**Cell area per tile**

The bar under the picture is 20 um long. The die is cut into 10 by 13 equal tiles; white is low, dark blue is high, 0 to 100% covered.
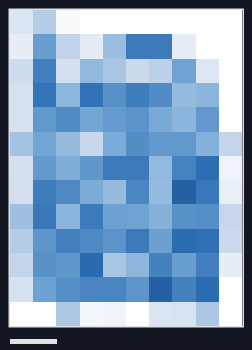
**Nets reached from selected ports**

The bar under the picture is 20 um long.
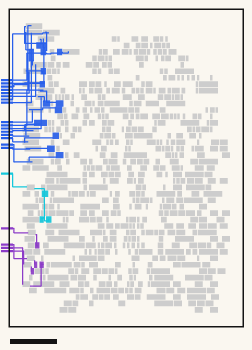
**Selected gate families**

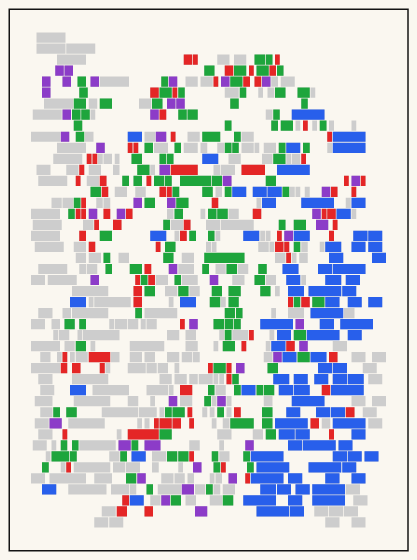
**config.mk**
```make
export PLATFORM = sky130hd
export DESIGN_NAME = rr_priority_arb
export DESIGN_NICKNAME = d
export VERILOG_FILES = /design/src/rtl/arb_pkg.sv /design/src/rtl/rr_pick.sv /design/src/rtl/rr_priority_arb.sv
export SDC_FILE = /design/constraint.sdc
export NUM_CORES = 1
export LEC_CHECK = 0
export CAP_MARGIN = 25
export CORE_ASPECT_RATIO = 1.4
export CORE_MARGIN = 5
export CORE_UTILIZATION = 43
export CTS_CLUSTER_SIZE = 14
export DETAILED_ROUTE_END_ITERATION = 6
export PLACE_DENSITY = 0.6
export SLEW_MARGIN = 10
export SYNTH_ARGS = -nofsm -noshare
export SYNTH_HDL_FRONTEND = slang
export SYNTH_SLANG_ARGS = --single-unit
```
**constraint.sdc**
```tcl
create_clock -name clk_i -period 9.4 [get_ports clk_i]
set_input_delay 1.88 -clock clk_i [delete_from_list [all_inputs] [get_ports clk_i]]
set_output_delay 1.88 -clock clk_i [all_outputs]
set_load 0.05 [all_outputs]
```
**src/rtl/arb_pkg.sv**
```systemverilog
// Shared types and index helpers for the round-robin priority arbiter.
// Pointer arithmetic wraps by compare so any requester count works.
package arb_pkg;

  typedef enum logic [0:0] {
    IDLE,
    HOLD
  } arb_state_e;

  function automatic int unsigned wrap_inc(input int unsigned idx, input int unsigned n);
    return (idx + 1 == n) ? 0 : idx + 1;
  endfunction

  function automatic int unsigned ptr_clamp(input int unsigned val, input int unsigned n);
    return (val >= n) ? 0 : val;
  endfunction

  function automatic int unsigned ptr_width(input int unsigned n);
    return (n <= 2) ? 1 : $clog2(n);
  endfunction

endpackage

```
**src/rtl/rr_pick.sv**
```systemverilog
// Combinational rotating-priority search: first set request at or above
// bottom, wrapping modulo N.
module rr_pick
  import arb_pkg::*;
#(
  parameter int unsigned N = 16,
  localparam int unsigned PTR_W = ptr_width(N)
) (
  input  logic [N-1:0]     req,
  input  logic [PTR_W-1:0] bottom,
  output logic             valid,
  output logic [PTR_W-1:0] idx,
  output logic [N-1:0]     onehot
);

  always_comb begin
    int unsigned      cand;
    logic [PTR_W-1:0] cand_p;
    logic             found;
    valid  = |req;
    idx    = '0;
    onehot = '0;
    found  = 1'b0;
    cand   = 32'(bottom);
    for (int unsigned k = 0; k < N; k++) begin
      cand_p = PTR_W'(cand);
      if (!found && req[cand_p]) begin
        found = 1'b1;
        idx   = cand_p;
      end
      cand = wrap_inc(cand, N);
    end
    if (found) begin
      onehot[idx] = 1'b1;
    end
  end

endmodule

```
**src/rtl/rr_priority_arb.sv**
```systemverilog
// Round-robin arbiter with registered bottom pointer, optional grant lock
// and valid/ready grant handshake.
module rr_priority_arb
  import arb_pkg::*;
#(
  parameter int unsigned N    = 16,
  parameter bit          LOCK = 1'b1,
  localparam int unsigned PTR_W = ptr_width(N)
) (
  input  logic             clk_i,
  input  logic             rst_n_i,
  input  logic [N-1:0]     req_i,
  input  logic             grant_ready_i,
  input  logic             flush_i,
  input  logic             ptr_load_i,
  input  logic [PTR_W-1:0] ptr_load_val_i,
  output logic             grant_valid_o,
  output logic [PTR_W-1:0] grant_ptr_o,
  output logic [N-1:0]     grant_onehot_o,
  output logic [PTR_W-1:0] bottom_ptr_o
);

  arb_state_e       state_q, state_d;
  logic [PTR_W-1:0] bottom_q, bottom_d;
  logic [PTR_W-1:0] held_q, held_d;

  logic             pick_valid;
  logic [PTR_W-1:0] pick_idx;
  logic [N-1:0]     pick_onehot;

  logic             grant_valid;
  logic [PTR_W-1:0] grant_idx;
  logic [N-1:0]     grant_onehot;
  logic             handshake;

  rr_pick #(
    .N(N)
  ) u_pick (
    .req   (req_i),
    .bottom(bottom_q),
    .valid (pick_valid),
    .idx   (pick_idx),
    .onehot(pick_onehot)
  );

  always_ff @(posedge clk_i or negedge rst_n_i) begin
    if (!rst_n_i) begin
      state_q  <= IDLE;
      bottom_q <= '0;
      held_q   <= '0;
    end else begin
      state_q  <= state_d;
      bottom_q <= bottom_d;
      held_q   <= held_d;
    end
  end

  // Outputs are gated by reset so nothing is presented while it is asserted.
  always_comb begin
    grant_idx    = pick_idx;
    grant_valid  = pick_valid;
    grant_onehot = pick_onehot;
    if (state_q == HOLD) begin
      grant_idx    = held_q;
      grant_valid  = 1'b1;
      grant_onehot = N'(1) << held_q;
    end
    if (!rst_n_i) begin
      grant_idx   = '0;
      grant_valid = 1'b0;
    end
    if (flush_i) begin
      grant_valid = 1'b0;
    end
    handshake      = grant_valid & grant_ready_i;
    grant_valid_o  = grant_valid;
    grant_ptr_o    = grant_idx;
    grant_onehot_o = grant_valid ? grant_onehot : '0;
    bottom_ptr_o   = bottom_q;
  end

  // A pointer load overrides the handshake advance but the handshake still
  // retires the held grant.
  always_comb begin
    state_d  = state_q;
    held_d   = held_q;
    bottom_d = bottom_q;
    if (flush_i || handshake) begin
      state_d = IDLE;
    end else if (LOCK && (state_q == IDLE) && grant_valid && !grant_ready_i) begin
      state_d = HOLD;
      held_d  = grant_idx;
    end
    if (ptr_load_i) begin
      bottom_d = PTR_W'(ptr_clamp(32'(ptr_load_val_i), N));
    end else if (handshake) begin
      bottom_d = PTR_W'(wrap_inc(32'(grant_idx), N));
    end
  end

  onehot_matches_ptr : assert property (@(posedge clk_i) disable iff (!rst_n_i)
    grant_valid_o |-> (grant_onehot_o == (N'(1) << grant_ptr_o)));

  onehot_zero_when_idle : assert property (@(posedge clk_i) disable iff (!rst_n_i)
    !grant_valid_o |-> (grant_onehot_o == '0));

  hold_is_stable : assert property (@(posedge clk_i) disable iff (!rst_n_i)
    ((state_q == HOLD) && !handshake && !flush_i) |=> (grant_ptr_o == $past(grant_ptr_o)));

  no_hold_without_lock : assert property (@(posedge clk_i) disable iff (!rst_n_i)
    !LOCK |-> (state_q == IDLE));

endmodule

```
==> run summary <==
impl run done, here's what came out: Main synth FF type dfrtp_1, most used logic cell in the final layout mux2i_1, Critical Path Stages 20, Cell Area, Synth around 4700 um2, WHS Path Cells 1, fmax approximately 110 MHz, gp weighted congestion 0.996, via count 5,296, die height roughly 130 um, Max-Cap Viols 0, drt via density 6.83, CTS tree yes, Post-CTS Hold Fix Bufs 0, seq pwr 0.0644 mW, htree depth 1, CP Max Fanout 21, Leakage 2.18 nW, flop share of the area 4.09%, IO Port Bufs roughly 49, clk sinks 9, Flops 9, Repair and plain buffers 68, first-pass GRT wire length about 28 mm, Setup CP Type register to primary output, Non-clock buffering overhead 14.8%, Bufs and invs on worst path 4, switching share of power between 50 and 60%, outcome completed, Pre-Place Util 43.4%, vias in the first global route between 5,000 and 6,000, Mean Syn Cell Area about 7.7 um2, Final Skew around 0.00088 ns, Worst setup SP type register, final hold vios 0, Core Box Area 10,800 um2, synthesized instance count 610, Post-synth EDFFs 0, flop-to-flop setup slack between 2 and 3 ns, yosys adder share under 10%, crit path DAT between 6 and 7 ns, Ports roughly 50, placed insts between 700 and 800, Worst path slowest cell a32oi_1, Detailed Route Iter0 Violations 556, All-Layer GR Usage 26.9%, Max Slew Vio Count 0, P_sw between 0.8 and 0.9 mW, Clock group between 0.07 and 0.08 mW
-- 'cell area per tile' (at the start) --
13% of the tiles are nearly empty. The fullest tile reaches 81%. The emptiest ninth of the die: north-east. The densest ninth of the die: center.

-- 'nets reached from selected ports' (at the start) --
Key: ptr_load_val_i = purple [bits 4, direction input, edge west, end cells 4, wire 77.6 um]; grant_onehot_o = blue [bits 16, direction output, edge west, end cells 16, wire 497 um]; flush_i = cyan [bits 1, direction input, edge west, end cells 3, wire 34.5 um]

-- 'selected gate families' (at the start) --
Key: aoi and oai cells = green [cells 140]; mux cells = blue [cells 95]; nor cells = red [cells 95, where widely spread]; and/or cells = purple [cells 47]

Power figures rest on the tool's default switching activity, not on a simulated workload.
